[src/rtl/hps_rst_sequencer.sv]
`default_nettype none
// ============================================================================
// Module   : hps_rst_sequencer
// Purpose  : Reset conditioning for the HPS-to-fabric boundary. Combines the
//            system reset and the raw HPS reset into one asynchronous assert /
//            synchronous release source. It stretches the release by a
//            programmable hold time and sequences software-requested resets
//            behind a quiesce handshake with an optional timeout.
// Ports    : clk_i          fabric clock (h2f user clock)
//            rst_n_i        async active-low system reset
//            hps_rst_n_i    async active-low HPS reset (h2f_rst_n)
//            sw_rst_req_i   single-cycle software reset request
//            quiesce_ack_i  downstream idle / ready for reset (level)
//            quiesce_req_o  request downstream to quiesce (level)
//            rst_n_o        conditioned active-low fabric reset (to keep-cell)
//            rst_done_o     one-cycle pulse on each reset release
//            timeout_o      one-cycle pulse when a quiesce wait expired
//            busy_o         high whenever the sequencer is not in RUN
// Revision : 1.0 - initial release
// ============================================================================
module hps_rst_sequencer #(
    parameter int unsigned SYNC_STAGES     = 3,
    parameter int unsigned HOLD_CYCLES     = 16,
    parameter int unsigned QUIESCE_TIMEOUT = 255
) (
    input  logic clk_i,
    input  logic rst_n_i,
    input  logic hps_rst_n_i,
    input  logic sw_rst_req_i,
    input  logic quiesce_ack_i,
    output logic quiesce_req_o,
    output logic rst_n_o,
    output logic rst_done_o,
    output logic timeout_o,
    output logic busy_o
);

    localparam logic [15:0] C_HOLD_LOAD = 16'(HOLD_CYCLES - 1);
    localparam logic [15:0] C_TMO_LAST  = 16'(QUIESCE_TIMEOUT - 1);
    localparam bit          C_TMO_EN    = (QUIESCE_TIMEOUT != 0);

    typedef enum logic [1:0] {
        ST_RESET   = 2'd0,
        ST_HOLD    = 2'd1,
        ST_RUN     = 2'd2,
        ST_QUIESCE = 2'd3
    } state_t;

    // Either source asserts reset immediately; release is synchronised below.
    logic w_arst_n;
    assign w_arst_n = rst_n_i & hps_rst_n_i;

    logic [SYNC_STAGES-1:0] r_sync;
    logic                   w_sync_out;
    state_t                 r_state;
    state_t                 w_state_nxt;
    logic [15:0]            r_hold_cnt;
    logic [15:0]            w_hold_cnt_nxt;
    logic [15:0]            r_tmo_cnt;
    logic [15:0]            w_tmo_cnt_nxt;
    logic                   w_tmo_pulse;

    logic r_rst_n;
    logic r_quiesce_req;
    logic r_rst_done;
    logic r_timeout;
    logic r_busy;

    assign w_sync_out = r_sync[SYNC_STAGES-1];

    // Release synchroniser: cleared asynchronously, fills with ones afterwards.
    always_ff @(posedge clk_i or negedge w_arst_n) begin
        if (!w_arst_n) begin
            r_sync <= '0;
        end else begin
            r_sync <= {r_sync[SYNC_STAGES-2:0], 1'b1};
        end
    end

    always_ff @(posedge clk_i or negedge w_arst_n) begin
        if (!w_arst_n) begin
            r_state    <= ST_RESET;
            r_hold_cnt <= '0;
            r_tmo_cnt  <= '0;
        end else begin
            r_state    <= w_state_nxt;
            r_hold_cnt <= w_hold_cnt_nxt;
            r_tmo_cnt  <= w_tmo_cnt_nxt;
        end
    end

    always_comb begin
        w_state_nxt    = r_state;
        w_hold_cnt_nxt = r_hold_cnt;
        w_tmo_cnt_nxt  = r_tmo_cnt;
        w_tmo_pulse    = 1'b0;
        case (r_state)
            ST_RESET: begin
                if (w_sync_out) begin
                    w_state_nxt    = ST_HOLD;
                    w_hold_cnt_nxt = C_HOLD_LOAD;
                end
            end
            ST_HOLD: begin
                if (r_hold_cnt == 16'd0) begin
                    w_state_nxt = ST_RUN;
                end else begin
                    w_hold_cnt_nxt = r_hold_cnt - 16'd1;
                end
            end
            ST_RUN: begin
                if (sw_rst_req_i) begin
                    w_state_nxt   = ST_QUIESCE;
                    w_tmo_cnt_nxt = '0;
                end
            end
            ST_QUIESCE: begin
                // Ack is tested first so a coincident timeout is suppressed.
                if (quiesce_ack_i) begin
                    w_state_nxt    = ST_HOLD;
                    w_hold_cnt_nxt = C_HOLD_LOAD;
                end else if (C_TMO_EN && (r_tmo_cnt == C_TMO_LAST)) begin
                    w_state_nxt    = ST_HOLD;
                    w_hold_cnt_nxt = C_HOLD_LOAD;
                    w_tmo_pulse    = 1'b1;
                end else if (C_TMO_EN) begin
                    // Stops at C_TMO_LAST, so it never wraps; frozen when
                    // the timeout is disabled.
                    w_tmo_cnt_nxt = r_tmo_cnt + 16'd1;
                end
            end
            default: begin
                w_state_nxt = ST_RESET;
            end
        endcase
    end

    // Outputs are registered from the next state so they line up with the
    // state register; the async clear gives the immediate assert path.
    always_ff @(posedge clk_i or negedge w_arst_n) begin
        if (!w_arst_n) begin
            r_rst_n       <= 1'b0;
            r_quiesce_req <= 1'b0;
            r_rst_done    <= 1'b0;
            r_timeout     <= 1'b0;
            r_busy        <= 1'b1;
        end else begin
            r_rst_n       <= (w_state_nxt == ST_RUN) || (w_state_nxt == ST_QUIESCE);
            r_quiesce_req <= (w_state_nxt == ST_QUIESCE);
            r_rst_done    <= (r_state == ST_HOLD) && (w_state_nxt == ST_RUN);
            r_timeout     <= w_tmo_pulse;
            r_busy        <= (w_state_nxt != ST_RUN);
        end
    end

    assign rst_n_o       = r_rst_n;
    assign quiesce_req_o = r_quiesce_req;
    assign rst_done_o    = r_rst_done;
    assign timeout_o     = r_timeout;
    assign busy_o        = r_busy;

endmodule
`default_nettype wire

[config.mk]
export PLATFORM = sky130hd
export DESIGN_NAME = hps_rst_sequencer
export DESIGN_NICKNAME = d
export VERILOG_FILES = /design/src/rtl/hps_rst_sequencer.sv
export SDC_FILE = /design/constraint.sdc
export NUM_CORES = 1
export LEC_CHECK = 0
export CORE_MARGIN = 4
export CORE_UTILIZATION = 59
export DETAILED_ROUTE_END_ITERATION = 7
export GPL_TIMING_DRIVEN = 0
export PLACE_DENSITY_LB_ADDON = 0.12
export SLEW_MARGIN = 20
export SYNTH_ARGS = -nofsm -noshare
export SYNTH_HDL_FRONTEND = slang
export SYNTH_SLANG_ARGS = --single-unit
export TNS_END_PERCENT = 30
[constraint.sdc]
create_clock -name clk_i -period 2.6 [get_ports clk_i]
set_input_delay 0.52 -clock clk_i [delete_from_list [all_inputs] [get_ports clk_i]]
set_output_delay 0.52 -clock clk_i [all_outputs]
set_load 0.05 [all_outputs]
Figure 1. Routing congestion.
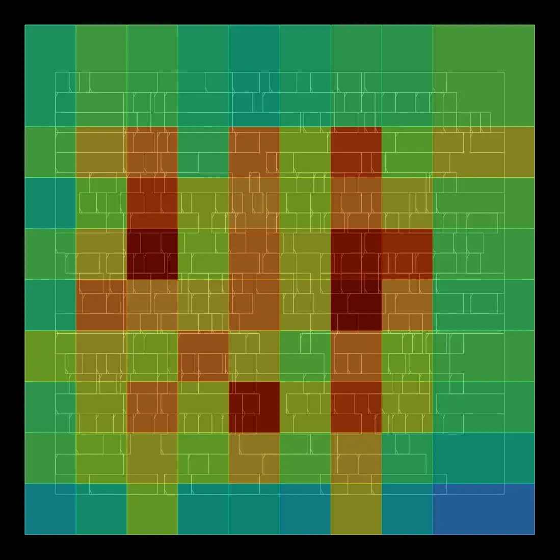
Total GRT Usage: 22.10%
M3 GR Usage: 4.376%
Util after Layout: 71.86%

Figure 2. Metal 3.
Scale: 6 px per um.
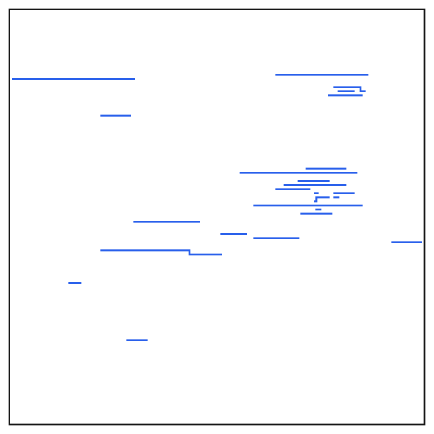
main direction: horizontal
nets with wire on the layer: 18
final wirelength: 4763 um
vias: 1,863

Figure 3. Placement by cell class.
Scale: 6 px per um. Fill, decap, tap and diode cells in gray.
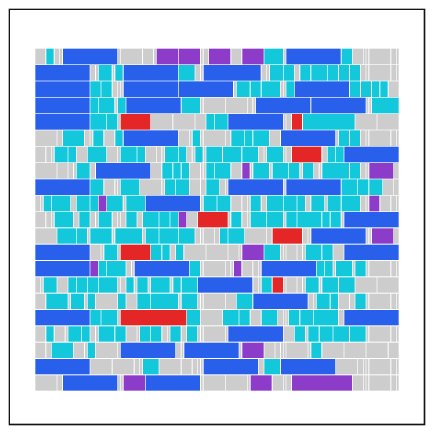
legend:
  cyan:
    class: remaining logic cells
    cells: 181
    share_of_their_area: 46%
  red:
    class: clock drivers and dummy loads
    cells: 8
    share_of_their_area: 4.5%
  blue:
    class: registers
    cells: 42
    share_of_their_area: 43%
  purple:
    class: remaining buffers and delay cells
    cells: 17
    share_of_their_area: 6.3%
Rows: 21
fin area: 2492 um2

Figure 4. Cell sizes after repair.
Scale: 6 px per um.
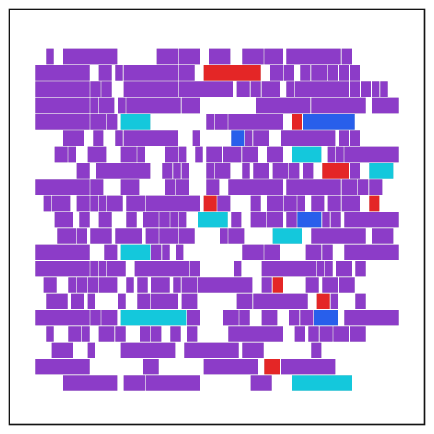
legend:
  red:
    size: x2
    cells: 8
    share: 3.2%
  cyan:
    size: x6 and larger
    cells: 8
    share: 3.2%
  blue:
    size: x3 and x4
    cells: 4
    share: 1.6%
  purple:
    size: x1 and smaller
    cells: 228
    share: 92%
number of non-clock buffers: 17
synth-to-layout area growth: 13.70%
PnR worst setup slack: 0.1925 ns

Figure 5. Gate-type map.
Scale: 6 px per um.
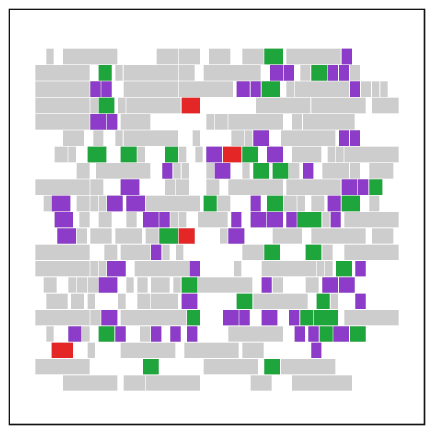
legend:
  red:
    family: non-inverting ao/oa cells
    cells: 4
  green:
    family: and/or cells
    cells: 31
  purple:
    family: aoi and oai cells
    cells: 62
final instance count without filler cells: 294
most used logic cell in the final layout: dfrtp_1

==> results.txt <==
fresh numbers from the pnr run: Max power group registers, Yosys Warn Count 0, Buf/Inv on CP 4, fp_density 63.20%, Iter 0 DRT Violations 133, Combinational Power Share 27.0%, CP peak stage delay 0.40 ns, Seq group 958 uW, adder share 1.712%, yosys xor share 0%, chip area 4755 um2, hold_sp r_sync[0]$_DFF_PN0_, GR Overflow Total 0, ys flop type dfrtp_1, Mux cell area share 0.9132%, Power Total 1998 uW, root buffer cell clkbuf_8, FILL cells 262, Clock group 501 uW, multi-input gates 174, worst hold slack 0.3557 ns, worst-case clock skew 0.005512 ns, CP endpoint r_hold_cnt[6]$_DFFE_PN0P_, Placement Setup Slack -0.01856 ns, Worst slew margin 60.35%, Max-area cell class combinational gates, post_cts resized 1, Compound Share, Synth 19.24%, switching power 692.6 uW, Worst Tran Pin Value 0.5935 ns, clock network area share 4.367%, fmax 0.4154 GHz, leading area contributor after synthesis dfrtp_1, Worst Setup SP r_hold_cnt[0]$_DFFE_PN0P_, reg2reg end r_hold_cnt[6]$_DFFE_PN0P_, outcome finished clean, switch share 34.66%, most numerous cell in the Yosys netlist dfrtp_1, crit path cell chain inv_1 > ha_1 > nor4b_4 > or3b_1 > buf_2 > or2_1 > buf_6 > inv_4 > or4_1 > a21oi_1, H-tree depth 2, clkbuf count 5, met2 track demand over resource 37.74%, Crit path depth 10, DR pass1 iterations 4, Hold Path Sink r_sync[1]$_DFF_PN0_, Core ar. 3468 um2, Top Ports 10, Tool Warnings 27, Clock Path Buffers 2, DP Area 2369 um2, Tmin final 2.408 ns, Logic inverters 7, Placer Congestion 0.8216, # Cells Yosys 230
worst reg2reg max path: cells and delay by family, from the launching register on:
| kind | cells | cell delay (ns) |
|---|---|---|
| simple gates | 4 | 1.05 |
| flops | 1 | 0.40 |
| compound gates | 1 | 0.06 |
| fa+ha+maj | 1 | 0.25 |
| buf+inv | 4 | 0.52 |
cell usage in the layout, fill, tap and decap left out, types with 8 or more instances in the layout:
master | Yosys | layout
nand2b_1 | 8 | 8
nand3_1 | 11 | 11
nor2_1 | 14 | 14
dfrtp_1 | 41 | 41
o21ai_0 | 12 | 11
a21oi_1 | 19 | 19
o31ai_1 | 11 | 11
or4_1 | 15 | 15
clkdlybuf4s50_1 | 0 | 9
nand2_1 | 19 | 19
Power and IR drop assume default switching activity.
